### Placed cells, one colour a class

Drawn at 4 px/um.
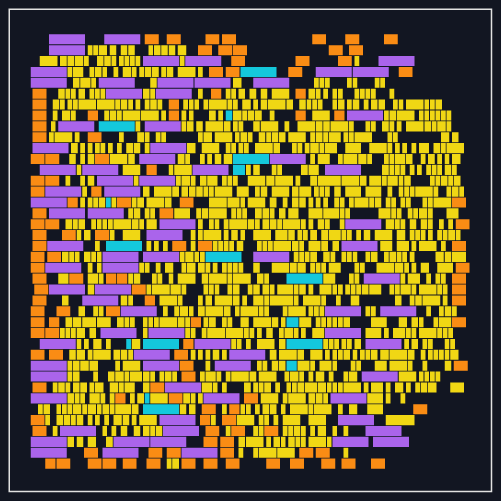
### Where the registers sit

Drawn at 3 px/um. Other sequential cells in the stronger grey, the rest of the logic in the fainter grey.
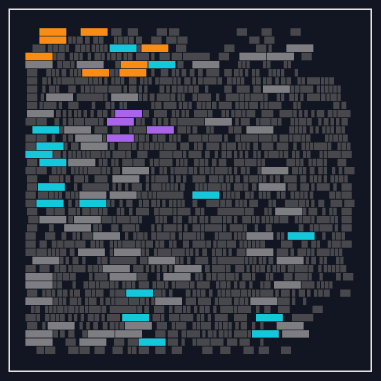
### Metal 3

Drawn at 2 px/um. Cells faint in the background.
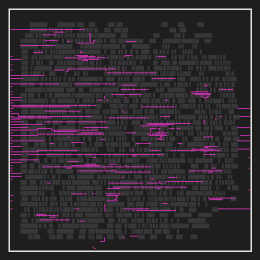
### Cell placement

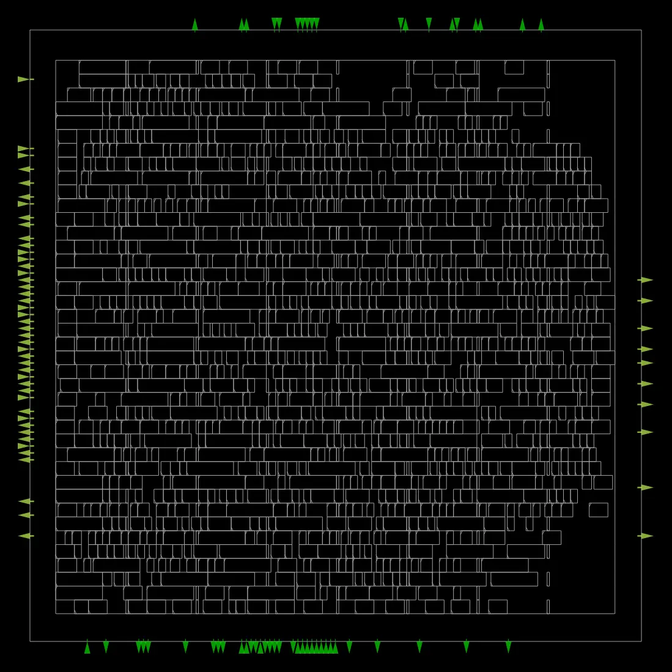
[src/rtl/rosc_pkg.sv]
// Shared types and constants for the ring-oscillator measurement path and its health monitor.
package rosc_pkg;

  localparam int unsigned ROSC_W = 16;

  typedef enum logic [1:0] {
    Idle    = 2'd0,
    Capture = 2'd1,
    Ack     = 2'd2,
    Gap     = 2'd3
  } monstate_t;

  // Mode encodings as seen by the upstream measurement FSM.
  typedef enum logic [1:0] {
    RoscModeOff        = 2'd0,
    RoscModeSingle     = 2'd1,
    RoscModeContinuous = 2'd2,
    RoscModeCalibrate  = 2'd3
  } rosc_mode_t;

endpackage

[src/rtl/rosc_stats_update.sv]
// Combinational next-value computation for the ROSC running statistics and degradation flag.
module rosc_stats_update
  import rosc_pkg::*;
#(
  parameter int unsigned AVG_SHIFT = 2,
  parameter int unsigned DEBOUNCE  = 3,
  parameter int unsigned HYST      = 16
) (
  input  logic [ROSC_W-1:0] sample_i,
  input  logic [ROSC_W-1:0] avg_i,
  input  logic [ROSC_W-1:0] min_i,
  input  logic [ROSC_W-1:0] count_i,
  input  logic [ROSC_W-1:0] threshold_i,
  input  logic [3:0]        below_cnt_i,
  input  logic              degraded_i,
  output logic [ROSC_W-1:0] avg_o,
  output logic [ROSC_W-1:0] min_o,
  output logic [ROSC_W-1:0] count_o,
  output logic [3:0]        below_cnt_o,
  output logic              degraded_o
);

  logic               first;
  logic               below;
  logic signed [16:0] diff;
  logic signed [16:0] diff_sh;
  logic signed [17:0] sum;
  logic [16:0]        thr_hyst;
  logic [ROSC_W-1:0]  thr_sat;

  always_comb begin
    first   = (count_i == '0);
    diff    = $signed({1'b0, sample_i}) - $signed({1'b0, avg_i});
    diff_sh = diff >>> AVG_SHIFT;
    sum     = $signed({2'b00, avg_i}) + $signed({diff_sh[16], diff_sh});

    if (first) begin
      avg_o = sample_i;
    end else if (sum[17]) begin
      avg_o = '0;
    end else if (sum[16]) begin
      avg_o = '1;
    end else begin
      avg_o = sum[15:0];
    end

    min_o   = (first || (sample_i < min_i)) ? sample_i : min_i;
    count_o = (count_i == '1) ? count_i : count_i + 16'd1;

    // Clear level is Threshold+HYST, saturated so a max-scale threshold can still clear.
    thr_hyst = {1'b0, threshold_i} + 17'(HYST);
    thr_sat  = thr_hyst[16] ? '1 : thr_hyst[15:0];

    below = (sample_i < threshold_i);
    if (!below) begin
      below_cnt_o = 4'd0;
    end else if (below_cnt_i >= 4'(DEBOUNCE)) begin
      below_cnt_o = 4'(DEBOUNCE);
    end else begin
      below_cnt_o = below_cnt_i + 4'd1;
    end

    degraded_o = degraded_i;
    if (below && (below_cnt_o == 4'(DEBOUNCE))) begin
      degraded_o = 1'b1;
    end else if (sample_i >= thr_sat) begin
      degraded_o = 1'b0;
    end
  end

endmodule

[src/rtl/rosc_health_monitor.sv]
// Captures ROSC counts from the measurement FSM, acknowledges them, and tracks health statistics.
module rosc_health_monitor
  import rosc_pkg::*;
#(
  parameter int unsigned AVG_SHIFT  = 2,
  parameter int unsigned DEBOUNCE   = 3,
  parameter int unsigned HYST       = 16,
  parameter int unsigned GAP_CYCLES = 4
) (
  input  logic              Clk,
  input  logic              ResetN,
  input  logic              Enable,
  input  logic              ClearStats,
  input  logic [ROSC_W-1:0] ROSCReading,
  input  logic              ROSCValReady,
  input  logic [ROSC_W-1:0] Threshold,
  output logic              CPUReadComplete,
  output logic [ROSC_W-1:0] LastSample,
  output logic [ROSC_W-1:0] AvgValue,
  output logic [ROSC_W-1:0] MinValue,
  output logic [ROSC_W-1:0] SampleCount,
  output logic              NewSample,
  output logic              Degraded,
  output logic [1:0]        State
);

  monstate_t         state_q, state_d;
  logic [7:0]        gap_q, gap_d;
  logic [ROSC_W-1:0] last_q, avg_q, min_q, count_q;
  logic [3:0]        below_q;
  logic              degraded_q, new_sample_q, ack_q;

  logic [ROSC_W-1:0] avg_nxt, min_nxt, count_nxt;
  logic [3:0]        below_nxt;
  logic              degraded_nxt;

  rosc_stats_update #(
    .AVG_SHIFT (AVG_SHIFT),
    .DEBOUNCE  (DEBOUNCE),
    .HYST      (HYST)
  ) u_stats_update (
    .sample_i    (ROSCReading),
    .avg_i       (avg_q),
    .min_i       (min_q),
    .count_i     (count_q),
    .threshold_i (Threshold),
    .below_cnt_i (below_q),
    .degraded_i  (degraded_q),
    .avg_o       (avg_nxt),
    .min_o       (min_nxt),
    .count_o     (count_nxt),
    .below_cnt_o (below_nxt),
    .degraded_o  (degraded_nxt)
  );

  always_comb begin
    state_d = state_q;
    gap_d   = gap_q;
    if (!Enable) begin
      state_d = Idle;
      gap_d   = 8'd0;
    end else begin
      unique case (state_q)
        Idle:    if (ROSCValReady) state_d = Capture;
        Capture: state_d = Ack;
        Ack: begin
          state_d = Gap;
          gap_d   = 8'd0;
        end
        Gap: begin
          if (gap_q == 8'(GAP_CYCLES - 1)) begin
            state_d = Idle;
          end else begin
            gap_d = gap_q + 8'd1;
          end
        end
        default: state_d = Idle;
      endcase
    end
  end

  always_ff @(posedge Clk or negedge ResetN) begin
    if (!ResetN) begin
      state_q      <= Idle;
      gap_q        <= 8'd0;
      last_q       <= '0;
      avg_q        <= '0;
      min_q        <= '0;
      count_q      <= '0;
      below_q      <= 4'd0;
      degraded_q   <= 1'b0;
      new_sample_q <= 1'b0;
      ack_q        <= 1'b0;
    end else begin
      state_q      <= state_d;
      gap_q        <= gap_d;
      new_sample_q <= 1'b0;
      ack_q        <= (state_q == Ack) && Enable;
      // A clear wins over a coincident capture; the handshake still completes.
      if (ClearStats) begin
        last_q     <= '0;
        avg_q      <= '0;
        min_q      <= '0;
        count_q    <= '0;
        below_q    <= 4'd0;
        degraded_q <= 1'b0;
      end else if (state_q == Capture) begin
        last_q       <= ROSCReading;
        avg_q        <= avg_nxt;
        min_q        <= min_nxt;
        count_q      <= count_nxt;
        below_q      <= below_nxt;
        degraded_q   <= degraded_nxt;
        new_sample_q <= 1'b1;
      end
    end
  end

  assign CPUReadComplete = ack_q;
  assign LastSample      = last_q;
  assign AvgValue        = avg_q;
  assign MinValue        = min_q;
  assign SampleCount     = count_q;
  assign NewSample       = new_sample_q;
  assign Degraded        = degraded_q;
  assign State           = state_q;

endmodule
[config.mk]
export PLATFORM = sky130hd
export DESIGN_NAME = rosc_health_monitor
export DESIGN_NICKNAME = d
export VERILOG_FILES = /design/src/rtl/rosc_pkg.sv /design/src/rtl/rosc_stats_update.sv /design/src/rtl/rosc_health_monitor.sv
export SDC_FILE = /design/constraint.sdc
export NUM_CORES = 1
export LEC_CHECK = 0
export ABC_AREA = 1
export CORE_MARGIN = 5
export CORE_UTILIZATION = 61
export CTS_CLUSTER_SIZE = 10
export DETAILED_ROUTE_END_ITERATION = 16
export GPL_ROUTABILITY_DRIVEN = 0
export PLACE_DENSITY_LB_ADDON = 0.3
export SYNTH_ARGS = -nofsm -noshare
export SYNTH_HDL_FRONTEND = slang
export SYNTH_SLANG_ARGS = --single-unit
[constraint.sdc]
create_clock -name Clk -period 4.5 [get_ports Clk]
set_input_delay 0.675 -clock Clk [delete_from_list [all_inputs] [get_ports Clk]]
set_output_delay 0.675 -clock Clk [all_outputs]
set_load 0.02 [all_outputs]
==> out/metrics.yaml <==
outcome:
  status: "complete, no violations"
die:
  die_h_um: 120.2
  die_area_sq_um: 14450
layout:
  fin_nets: 1323
  layout-drive-gt1-share_pct: 8.486
  comb_share_pct: 51.42
  final_cells: 1349
  clkbuf_count: 12
synthesis:
  top_logic_kind: "simple AND/OR/NAND/NOR gates"
  adder_share_pct: 15.13
  ys_async_sr_fraction_pct: 100.0
  top_cell: "nand2_1"
  synth-edff-count: 0
  synthDistinctLibCells: 46
  topCellsByArea: "dfrtp_1, nand2_1, ha_1, inv_1, a21oi_1"
  synthMuxAreaShare_pct: 0
worst_setup_path:
  cp-end-kind: "flop"
  critPathArrivalTime_ps: 4270
  r2r_end: "AvgValue[14]$_DFFE_PN0P_"
  worstSetupPathType: "in2reg"
  cpPeakStageDelay_ps: 500
  worst-path-buf-inv: 3
global_route:
  grt-ovfl-total: 0
detailed_routing:
  top_layer_used: "met4"
  wl_met2_um: 9665
  routed_via_density: 5.611
clocking:
  cts.repair.resized: 0
  cts-htree-levels: 3
  cts_buffer_depth: 2
  post_cts.repair.setup_buffers: 0
sta:
  fin_crit_ps: 3981
  tightest_slew_ps: 1063
  rsz0062_at_grt: "no"
power_and_ir_drop:
  power_frac_comb_pct: 67.7
  vdd_drop_max_mv: 0.3378
  pwr-share-seq_pct: 19.8
placement:
  pre_cts_ws_ps: 302.0
  port_buffers: 105
run:
  maxCapViolCount: 0
-- 'Placed cells, one colour a class' (at the start) --
colour	class	cells
yellow	combinational and other logic	981
cyan	clock drivers and dummy loads	16
orange	other buffers and delay cells	124
purple	flops	81
fraction of area in registers: 22.65%
total core area: 11960 sq um
# rows: 40
final instance area: 8950 sq um

-- 'Where the registers sit' (at the start) --
colour	netlist name	flops
cyan	LastSample	16
purple	below_q	4
orange	gap_q	8
not coloured	53

-- 'Metal 3' (at the start) --
wire length on this layer	1540 um
main direction	horizontal
longest straight run	67.6 um
nets with wire on the layer	152

-- 'Cell placement' (at the start) --
seq_cells: 81
Final Util: 74.82%
# fillers: 951

how the worst min path moves through the flow:
stage                                    start                 endpoint  cells past startpoint
after floorplan                         ResetN  AvgValue[0]$_DFFE_PN0P_                      0
after global placement    Degraded$_DFFE_PN0P_     Degraded$_DFFE_PN0P_                      2
after detailed placement  Degraded$_DFFE_PN0P_     Degraded$_DFFE_PN0P_                      2
after CTS                 Degraded$_DFFE_PN0P_     Degraded$_DFFE_PN0P_                      2
after global routing      Degraded$_DFFE_PN0P_     Degraded$_DFFE_PN0P_                      2
final                     Degraded$_DFFE_PN0P_     Degraded$_DFFE_PN0P_                      2
metal layers:
layer | vias up | track usage, %
li1 | 3731 | -
met1 | 3487 | 37.81
met2 | 305 | 48.44
met3 | 46 | 5.192
met4 | 0 | 12.17
met5 | - | 0
Power and IR drop assume default switching activity.
